Fig. 1: run 1, clock distribution
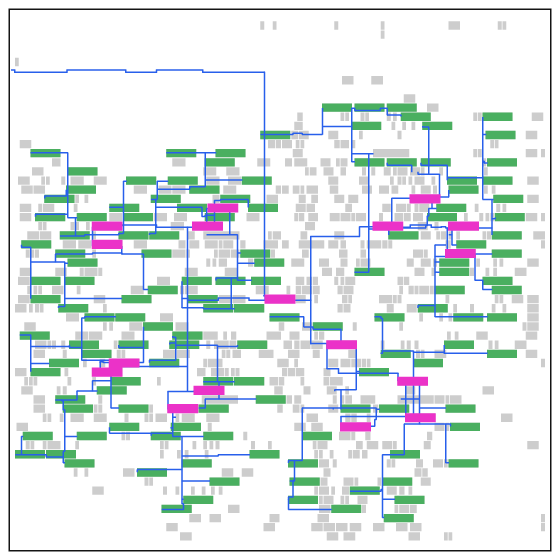
Fig. 2: run 1, routed metal per tile
Bar = 50 um. 32 x 32 tiles, from dark purple (low) to yellow (high), scaled to the fullest tile. Values are wire area over tile area, all layers added.
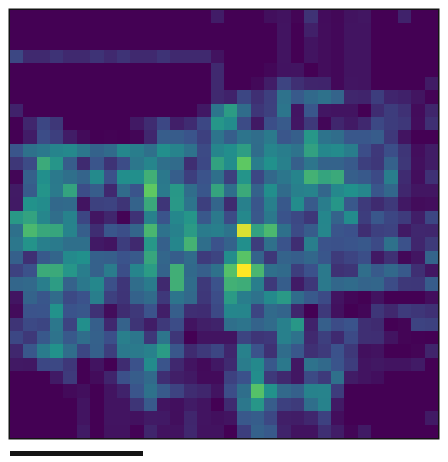
Fig. 3: run 1, cell sizes after repair
Bar = 50 um.
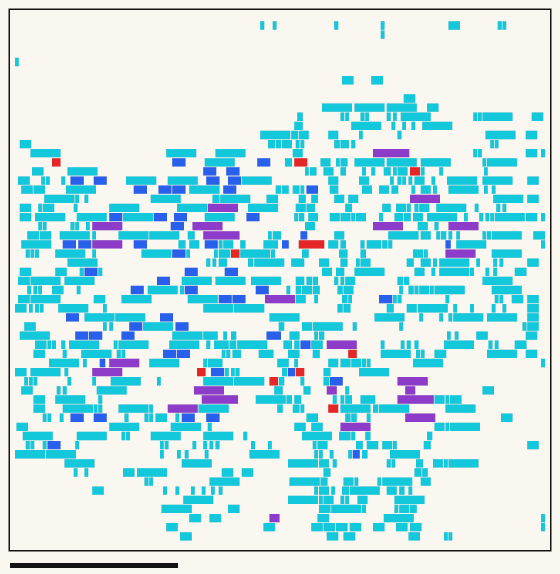
File: src/rtl/imem_loader.sv
`default_nettype none
// ============================================================================
// Module   : imem_loader
// Summary  : Length-prefixed byte-stream loader for the core's instruction
//            memory; holds the core in reset until the full image is written.
// Revision : 1.0
// ============================================================================
module imem_loader #(
    parameter int MAX_WORDS = 16384
) (
    input  logic        clk,
    input  logic        reset,
    input  logic        start,
    input  logic [7:0]  inData,
    input  logic        inValid,
    output logic        inReady,
    output logic        writeEnable,
    output logic [31:0] writeAddress,
    output logic [31:0] writeData,
    output logic [15:0] wordsLoaded,
    output logic        busy,
    output logic        done,
    output logic        error,
    output logic        cpuReset
);

    typedef enum logic [2:0] {
        S_IDLE   = 3'd0,
        S_LEN_LO = 3'd1,
        S_LEN_HI = 3'd2,
        S_DATA   = 3'd3,
        S_FLUSH  = 3'd4,
        S_DONE   = 3'd5,
        S_ERROR  = 3'd6
    } state_t;

    localparam logic [16:0] C_MAX_WORDS = 17'(MAX_WORDS);

    state_t      state_q, state_d;
    logic [7:0]  len_lo_q, len_lo_d;
    logic [15:0] n_q, n_d;
    logic [1:0]  byte_idx_q, byte_idx_d;
    logic [15:0] word_idx_q, word_idx_d;
    logic [23:0] word_buf_q, word_buf_d;
    logic        we_q, we_d;
    logic [31:0] waddr_q, waddr_d;
    logic [31:0] wdata_q, wdata_d;
    logic [15:0] loaded_q, loaded_d;

    logic        w_accept;
    logic [15:0] w_len;

    assign inReady  = (state_q == S_LEN_LO) || (state_q == S_LEN_HI) || (state_q == S_DATA);
    assign busy     = inReady || (state_q == S_FLUSH);
    assign done     = (state_q == S_DONE);
    assign error    = (state_q == S_ERROR);
    assign cpuReset = (state_q != S_DONE);

    assign writeEnable  = we_q;
    assign writeAddress = waddr_q;
    assign writeData    = wdata_q;
    assign wordsLoaded  = loaded_q;

    assign w_accept = inValid && inReady;
    assign w_len    = {inData, len_lo_q};

    always_comb begin
        state_d    = state_q;
        len_lo_d   = len_lo_q;
        n_d        = n_q;
        byte_idx_d = byte_idx_q;
        word_idx_d = word_idx_q;
        word_buf_d = word_buf_q;
        we_d       = 1'b0;
        waddr_d    = waddr_q;
        wdata_d    = wdata_q;
        loaded_d   = loaded_q;

        case (state_q)
            S_IDLE, S_DONE, S_ERROR: begin
                if (start) begin
                    state_d  = S_LEN_LO;
                    loaded_d = 16'd0;
                end
            end
            S_LEN_LO: begin
                if (w_accept) begin
                    len_lo_d = inData;
                    state_d  = S_LEN_HI;
                end
            end
            S_LEN_HI: begin
                if (w_accept) begin
                    n_d = w_len;
                    if ((w_len == 16'd0) || ({1'b0, w_len} > C_MAX_WORDS)) begin
                        state_d = S_ERROR;
                    end else begin
                        state_d    = S_DATA;
                        byte_idx_d = 2'd0;
                        word_idx_d = 16'd0;
                    end
                end
            end
            S_DATA: begin
                if (w_accept) begin
                    byte_idx_d = byte_idx_q + 2'd1;
                    case (byte_idx_q)
                        2'd0: word_buf_d[7:0]   = inData;
                        2'd1: word_buf_d[15:8]  = inData;
                        2'd2: word_buf_d[23:16] = inData;
                        default: begin
                            // Last byte of the word: register the strobe so the
                            // stream keeps flowing while memory commits.
                            we_d       = 1'b1;
                            waddr_d    = {14'd0, word_idx_q, 2'b00};
                            wdata_d    = {inData, word_buf_q};
                            loaded_d   = loaded_q + 16'd1;
                            word_idx_d = word_idx_q + 16'd1;
                            if (word_idx_q == (n_q - 16'd1)) begin
                                state_d = S_FLUSH;
                            end
                        end
                    endcase
                end
            end
            S_FLUSH: begin
                state_d = S_DONE;
            end
            default: begin
                state_d = S_IDLE;
            end
        endcase
    end

    always_ff @(posedge clk or posedge reset) begin
        if (reset) begin
            state_q    <= S_IDLE;
            len_lo_q   <= 8'd0;
            n_q        <= 16'd0;
            byte_idx_q <= 2'd0;
            word_idx_q <= 16'd0;
            word_buf_q <= 24'd0;
            we_q       <= 1'b0;
            waddr_q    <= 32'd0;
            wdata_q    <= 32'd0;
            loaded_q   <= 16'd0;
        end else begin
            state_q    <= state_d;
            len_lo_q   <= len_lo_d;
            n_q        <= n_d;
            byte_idx_q <= byte_idx_d;
            word_idx_q <= word_idx_d;
            word_buf_q <= word_buf_d;
            we_q       <= we_d;
            waddr_q    <= waddr_d;
            wdata_q    <= wdata_d;
            loaded_q   <= loaded_d;
        end
    end

endmodule
`default_nettype wire

File: config.mk
export PLATFORM = sky130hd
export DESIGN_NAME = imem_loader
export DESIGN_NICKNAME = d
export VERILOG_FILES = /design/src/rtl/imem_loader.sv
export SDC_FILE = /design/constraint.sdc
export NUM_CORES = 1
export LEC_CHECK = 0
export CAP_MARGIN = 0
export CORE_UTILIZATION = 25
export CTS_BUF_LIST = sky130_fd_sc_hd__clkbuf_16
export CTS_CLUSTER_SIZE = 20
export DETAILED_ROUTE_END_ITERATION = 8
export PLACE_DENSITY = 0.48
export SYNTH_ARGS = -nofsm -noshare
export SYNTH_HDL_FRONTEND = slang
export SYNTH_SLANG_ARGS = --single-unit
File: constraint.sdc
create_clock -name clk -period 4.45 [get_ports clk]
set_input_delay 0.445 -clock clk [delete_from_list [all_inputs] [get_ports clk]]
set_output_delay 0.445 -clock clk [all_outputs]
set_load 0.01 [all_outputs]
==> flow_results.org, run 1 <==
#+TITLE: Flow metrics

** Yosys
- Of the post-synthesis cell area, the dominant cell type holds 0.5304.
- The mapped netlist covers 6322 um^2.
- Yosys warning tally :: 0
- Async set-or-reset flop fraction in the synthesized netlist :: 1.000

** Clock tree
- Counting the buffers created by CTS gives 17.
- # clock sinks :: 134
- Number of H-tree levels :: 4
- CTS clock-pin slew for the worst setup and hold paths :: 60 ps
- Clock root buffer master :: sky130_fd_sc_hd__clkbuf_16

** Critical path
- Worst EP required :: 4740 ps
- STA classifies the critical path endpoint as a flop.
- For the worst reg-to-reg path, the endpoint reported by OpenROAD is state_q[0].
- On the critical path the largest part of the delay comes from simple AND/OR/NAND/NOR gates.
- Counting both buffers and inverters, the worst setup path holds a total of 1.

** Drt
- Ratio of routed vias to standard cells :: 4.335
- Before antenna repair, the detailed router went through 4 iterations.
- For this run, design rule violations remaining after detail routing come to 0.
- Summing over every cut layer, the via total after detailed routing is 4534.
- Per the detail_route log, the uppermost layer with routed signals is met4.

** Final layout
- Share of cell area taken by flip-flops and latches :: 0.4193
- Non-CTS buffers :: 87
- Combinational fraction of the cell area :: 0.3415
- Multi-input gates :: 459
- By area, the class that comes first in the final layout consists of registers.
- With fillers left out, the area of the finished cells amounts to 7998 um^2.

** STA
- Final setup skew :: 9.479 ps
- The highest clock rate this design can be run at is 0.3355 GHz.
- Hold violation total from the final report :: 0

** Power and ir drop
- Part of the power in combinational logic :: 0.282
- The flow reports power dissipated in combinational cells as 1.34 mW.
- Switching power :: between 1.5 and 2 mW
- Power density normalized to cell area :: between 500 and 600 nW/um^2

** Place
- In this run, placement finished with an instance count of approximately 1000.

** Die
- Measured along the y axis, the die boundary spans 161.0 um.
- During I/O placement, the number of pins put on the boundary was just under 100.
- Total die area :: 25930 um^2
- After floorplanning, the core was divided into about 57 placement rows.
- Tap cells :: 324

** Status
- Status :: finished, final reports clean

** Global routing
- Summed over all layers, the global routing overflow is 0.
- Entering global routing, the biggest net connects 90 pins.
- Global-route track usage on met3 :: 0.03261
- On met1, the global router reports a usage of 0.1800.

** Worst hold path
- Hold WC Path Type :: flop to flop

** Run
- Number of logged tool warnings :: 29
## Picture notes: Fig. 1
Key: clock-net drivers = magenta [count 17]; clock wires = blue [length 1940 um]; flip-flops = green [count 134]
There are 18 routed clock nets.

## Picture notes: Fig. 2
The mean over all tiles is 0.093. 6.0% of the tiles are over half the peak. 25% of the tiles are nearly empty. The fullest tile reaches 0.49. The densest ninth of the die: middle.

## Picture notes: Fig. 3
Key: x1 and smaller = cyan [cells 631, share 87%, most used nand2_1]; x3 and x4 = red [cells 10, share 1.4%, most used buf_4]; x6 and larger = purple [cells 24, share 3.3%, most used clkbuf_16]; x2 = blue [cells 57, share 7.9%, most used mux2_2]

## run 1: cell usage after synthesis, types with 5 or more instances
cell type	number
sky130_fd_sc_hd__a21oi_1	5
sky130_fd_sc_hd__and3_1	7
sky130_fd_sc_hd__buf_4	16
sky130_fd_sc_hd__clkbuf_1	23
sky130_fd_sc_hd__dfrtp_1	134
sky130_fd_sc_hd__ha_1	7
sky130_fd_sc_hd__inv_1	10
sky130_fd_sc_hd__mux2_2	48
sky130_fd_sc_hd__nand2_1	173
sky130_fd_sc_hd__nand3_1	10
sky130_fd_sc_hd__nor2_1	52
sky130_fd_sc_hd__nor2b_1	6
sky130_fd_sc_hd__nor3_1	6
sky130_fd_sc_hd__nor4_1	7
sky130_fd_sc_hd__o21ai_0	17
sky130_fd_sc_hd__xnor2_1	28
sky130_fd_sc_hd__xor2_1	20
## run 1: placed cells by master (no fill, tap or decap), types with 4 or more instances in the layout
| cell | netlist | final |
|---|---|---|
| sky130_fd_sc_hd__a21oi_1 | 5 | 5 |
| sky130_fd_sc_hd__a31oi_1 | 4 | 4 |
| sky130_fd_sc_hd__and3_1 | 7 | 7 |
| sky130_fd_sc_hd__buf_4 | 16 | 6 |
| sky130_fd_sc_hd__bufinv_16 | 0 | 4 |
| sky130_fd_sc_hd__clkbuf_16 | 0 | 17 |
| sky130_fd_sc_hd__clkdlybuf4s50_1 | 0 | 81 |
| sky130_fd_sc_hd__clkinv_1 | 0 | 4 |
| sky130_fd_sc_hd__conb_1 | 1 | 16 |
| sky130_fd_sc_hd__dfrtp_1 | 134 | 134 |
| sky130_fd_sc_hd__ha_1 | 7 | 7 |
| sky130_fd_sc_hd__inv_1 | 10 | 10 |
| sky130_fd_sc_hd__mux2_2 | 48 | 48 |
| sky130_fd_sc_hd__nand2_1 | 173 | 172 |
| sky130_fd_sc_hd__nand2b_1 | 4 | 4 |
| sky130_fd_sc_hd__nand3_1 | 10 | 10 |
| sky130_fd_sc_hd__nand4_1 | 4 | 4 |
| sky130_fd_sc_hd__nor2_1 | 52 | 52 |
| sky130_fd_sc_hd__nor2b_1 | 6 | 6 |
| sky130_fd_sc_hd__nor3_1 | 6 | 6 |
| sky130_fd_sc_hd__nor3b_1 | 4 | 4 |
| sky130_fd_sc_hd__nor4_1 | 7 | 7 |
| sky130_fd_sc_hd__o21ai_0 | 17 | 17 |
| sky130_fd_sc_hd__xnor2_1 | 28 | 28 |
| sky130_fd_sc_hd__xor2_1 | 20 | 20 |
## run 1: cells by family (layout without fill, tap and decap cells)
| family | Yosys count | count (layout) | share of synthesized area |
|---|---|---|---|
| AND-OR/OR-AND | 46 | 46 | 0.04770 |
| XOR/XNOR | 48 | 48 | 0.06650 |
| adder cells (fa/ha/maj) | 9 | 9 | 0.01702 |
| buffers and inverters | 56 | 129 | 0.04690 |
| flip-flops | 134 | 134 | 0.5304 |
| multiplexers | 49 | 49 | 0.08708 |
| other | 1 | 16 | 0.0005931 |
| AND/OR/NAND/NOR | 291 | 291 | 0.2038 |
Fig. 4: run 1, register map, names as in the netlist
Other sequential cells in the stronger grey, the rest of the logic in the fainter grey.
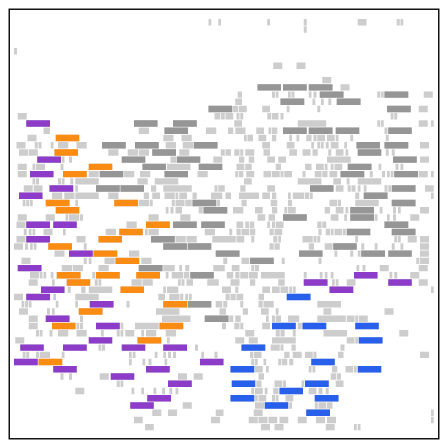

==> run 2: changes to the inputs <==
==> constraint.sdc (replaced) <==
create_clock -name clk -period 2.9 [get_ports clk]
set_input_delay 0.29 -clock clk [delete_from_list [all_inputs] [get_ports clk]]
set_output_delay 0.29 -clock clk [all_outputs]
set_load 0.01 [all_outputs]
Fig. 5: run 2, register map, names as in the netlist
Other sequential cells in the stronger grey, the rest of the logic in the fainter grey.
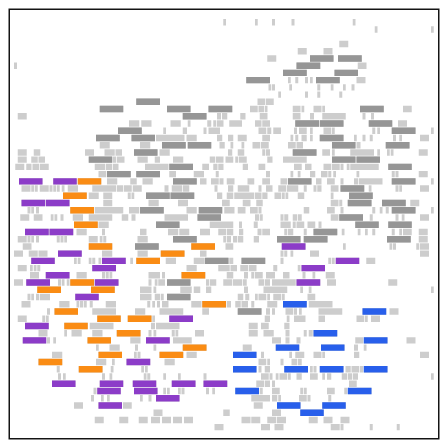
Key: writeData = purple [flops 32]; wordsLoaded = blue [flops 16]; word_buf_q = orange [flops 24]
Another 62 sequential cells are not coloured.
seq pwr: 2.95 mW
share of cell area taken by flip-flops and latches: 0.4102
combined flip-flop and latch cell area: 3353 um^2

Fig. 6: run 2, cell sizes after repair
Bar = 50 um.
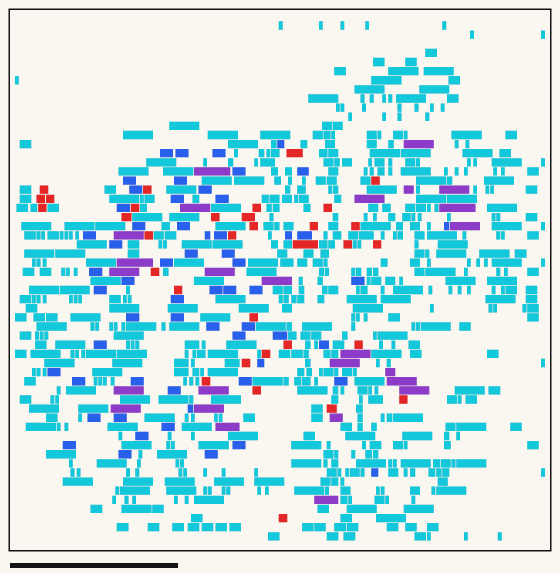
Key: x3 and x4 = red [cells 33, share 4.4%, most used buf_4]; x1 and smaller = cyan [cells 625, share 84%, most used nand2_1]; x2 = blue [cells 59, share 8.0%, most used mux2_2]; x6 and larger = purple [cells 25, share 3.4%, most used clkbuf_16]

==> run 2 against run 1 <==
Final cell count increased by 1.9%; combinational power increased by about 60%; utilization increased by 0.72 points; worst hold slack got worse by 250 ps; clock-buffer cell count unchanged; clock power increased by 52%; maximum frequency increased by 10%; sequential cell count unchanged; routed wire length about the same; register-to-register slack got worse by 1300 ps; die area unchanged; clock skew decreased by 2.4 ps; critical path type unchanged; critical endpoint unchanged; highest routed layer unchanged.
==> flow_results.org, run 2 <==
#+TITLE: Flow metrics

** Clock tree
- Number of clock buffers inserted by TritonCTS :: 17
- # clock sinks :: 134
- CTS Hold Buffers Added :: 0
- Counting along the longest clock path gives a buffer depth of 2.
- TritonCTS built the clock tree.
- CTS clock-pin slew for the worst setup and hold paths :: 60 ps
- Number of H-tree levels :: 4
- Clock root buffer master :: sky130_fd_sc_hd__clkbuf_16

** Final layout
- Final layout net count :: 748
- The top cell type in the final layout, fill and taps aside, is sky130_fd_sc_hd__nand2_1.
- Max FFs per register :: 32
- The filler cells instantiated in the layout total approximately 2600.
- Most common logic cells in the final layout :: 172 x sky130_fd_sc_hd__nand2_1, 134 x sky130_fd_sc_hd__dfrtp_1, 81 x sky130_fd_sc_hd__clkdlybuf4s50_1
- The multi-input combinational cells in the finished layout cover a total of about 2700 um^2.
- The final report lists a non-filler cell total of 1066.
- Per the final layout report, the fraction of cells sized above drive strength 1 comes to 0.1577.
- Ant diodes :: 0

** Global routing
- The via count of the first global-routing pass was around 4700.
- Number of antenna violations at the first check in global routing :: 0
- Entering global routing, the biggest net connects 53 pins.
- Total overflow reported by the global router :: 0
- In the global route stage, overall resource usage came out at 0.1279.

** Die
- The floorplan step records an initial core utilization of 0.2577.
- Die height :: 161.0 um
- For reference, the placement row count at floorplan is 57.
- Per the OpenROAD floorplan log, the area of the core is roughly 25000 um^2.
- Die outline width :: 161.0 um
- For this design the top-level I/O count stands at 98.
- Total die area :: between 20000 and 30000 um^2

** Yosys
- After synthesis, the netlist uses 53 different library cells.
- Synthesis handed over a netlist of 634 instances.
- Synth area leader :: sky130_fd_sc_hd__dfrtp_1
- Post-synthesis instance area :: 6322 um^2
- Yosys warning tally :: 0
- Sorting the synthesis cell report by count puts at the top sky130_fd_sc_hd__nand2_1.
- The synthesized netlist was found by Yosys to have 634 cells.
- Per the synth stats, the proportion of register bits with asynchronous set or reset is 1.000.
- Proportion of synthesized chip area in sequential cells :: 0.5304
- In this run, synthesis inferred 0 flip-flops with an integrated enable.
- After synthesis, the cell types taking the most area are sky130_fd_sc_hd__dfrtp_1 53%, sky130_fd_sc_hd__nand2_1 10%, sky130_fd_sc_hd__mux2_2 8.5%.
- Top cell type's share of synthesized area :: 0.5304
- The commonest cells after synthesis are 173 x sky130_fd_sc_hd__nand2_1, 134 x sky130_fd_sc_hd__dfrtp_1, 52 x sky130_fd_sc_hd__nor2_1, 48 x sky130_fd_sc_hd__mux2_2, 28 x sky130_fd_sc_hd__xnor2_1.
- The chip area line in the Yosys stat output reads 6322 um^2.

** Place
- The congestion estimate from routability-driven global placement came to 0.7587.
- After legalization and detailed placement, the total HPWL measured 10930 um.
- During placement, the flow inserted port buffers numbering 81.
- Post-Place Cells :: 1034

** Critical path
- R2R Setup Slk :: about 190 ps
- According to the timing report, the data required time at the worst endpoint equals 3200 ps.
- Reg-to-reg endpoint :: state_q[0]
- Capturing element type of the critical path :: flop
- The setup path with the least slack is of type flop to flop.
- Critical path data arrival time :: around 3000 ps
- The worst register-to-register path has a depth of 8.
- Max FO, Critical Path :: 6
- CP startpoint kind :: flop

** Drt
- Post-route DRC :: 0
- Avg WL per Cell :: ~15 um
- Antenna violation net count after detailed routing :: 0
- The iteration count recorded for the first detailed-route pass is 4.
- For this block, the via count after detailed routing is between 4000 and 5000.
- Ratio of routed vias to standard cells :: 4.290

** Worst hold path
- Hold WC Path Type :: primary input to async pin

** Run
- Number of logged tool warnings :: 29
- The run reported a max-capacitance violation count of 0.

** STA
- Setup WS post-layout :: 193.0 ps
- In the final run the clock tree shows a worst skew of between 7 and 8 ps.
- Hold violation total from the final report :: 0
- For the pin with the worst max-slew slack, the measured transition is 733.1 ps.
- In the finished design, the share of the clock period the worst path needs comes to 0.9334.
- Based on the critical path, the design can be clocked at up to roughly 0.37 GHz.
- Aggregate negative setup slack :: 0 ps
- Tmin final :: 2707 ps

** Power and ir drop
- The worst VDD IR drop from the latest analysis is approximately 340 uV.
- Post-layout total power :: 7.314 mW
- Power density normalized to cell area :: between 800 and 900 nW/um^2

** Status
- The run finished with clean final reports.
-- run 2: cell counts after synthesis --
Identical to the previous run, type by type.
-- run 2: worst max-delay path by stage --
| stage | to | slack, ps | startpoint |
|---|---|---|---|
| after floorplan | state_q[0] | 280 | n_q[0] |
| after global placement | word_idx_q[10] | 6 | inData[0] |
| after detailed placement | word_idx_q[10] | -6 | inData[0] |
| after CTS | state_q[0] | 50 | n_q[0] |
| after global routing | state_q[0] | -7 | n_q[0] |
| final | state_q[0] | 190 | n_q[0] |
-- run 2: timing repair --
action	in CTS	in global routing
resized	0	3
endpoints found under the setup margin	0	3
hold endpoints to repair	0	0
-- run 2: kinds of logic (layout without fill, tap and decap cells) --
| kind of cell | count (synthesis) | after routing | synth area share |
|---|---|---|---|
| multiplexers | 49 | 49 | 0.08708 |
| flip-flops | 134 | 134 | 0.5304 |
| AND/OR/NAND/NOR | 291 | 291 | 0.2038 |
| buffers and inverters | 56 | 149 | 0.04690 |
| other | 1 | 16 | 0.0005931 |
| adder cells (fa/ha/maj) | 9 | 9 | 0.01702 |
| AND-OR/OR-AND | 46 | 46 | 0.04770 |
| XOR/XNOR | 48 | 48 | 0.06650 |
-- run 2: per-stage QoR --
stage / utilization / cell area (um^2) / hold slack [ps]
2_1_floorplan: - / 6382 / 395.4
3_3_place_gp: 0.3082 / 7562 / 447.2
3_5_place_dp: 0.3082 / 7562 / 450.5
4_1_cts: 0.3328 / 8165 / 227.1
5_1_grt: 0.3332 / 8175 / 239.2
6_report: 0.3332 / 8175 / 219.8
-- run 2: power breakdown --
part | internal (mW) | leakage [nW] | switching, mW | total (mW)
sequential | 2.47 | 1.72 | 0.477 | 2.95
clock | 1.36 | 0.289 | 0.864 | 2.22
combinational | 1.15 | 1.68 | 0.992 | 2.15
-- run 2: final cells by class --
class                   instances  share of cell area
flip-flops and latches        134              0.4102
well taps                     324             0.04959
clock inverters                15             0.02173
repair buffers                107              0.1261
clock buffers                  17             0.05204
multi-input cells             459              0.3353
inverters                      10            0.005051
-- run 2: worst max-delay path, cell delays in order, from the launching register on --
cell and delay, ps:
sky130_fd_sc_hd__dfrtp_1 420, sky130_fd_sc_hd__inv_1 90, sky130_fd_sc_hd__ha_1 220, sky130_fd_sc_hd__or4b_4 530, sky130_fd_sc_hd__o311ai_1 290, sky130_fd_sc_hd__o21ai_0 140
sky130_fd_sc_hd__a21o_1 190, sky130_fd_sc_hd__a2111o_1 400, sky130_fd_sc_hd__a211o_1 300
-- run 2: routing by layer --
metal	GRT usage	routed length [um]
met5	0	0
met3	0.03261	752
met2	0.1891	6912
met1	0.1817	7878
met4	0.03988	167
No activity file was given, so power comes from the tool's default toggle rates.
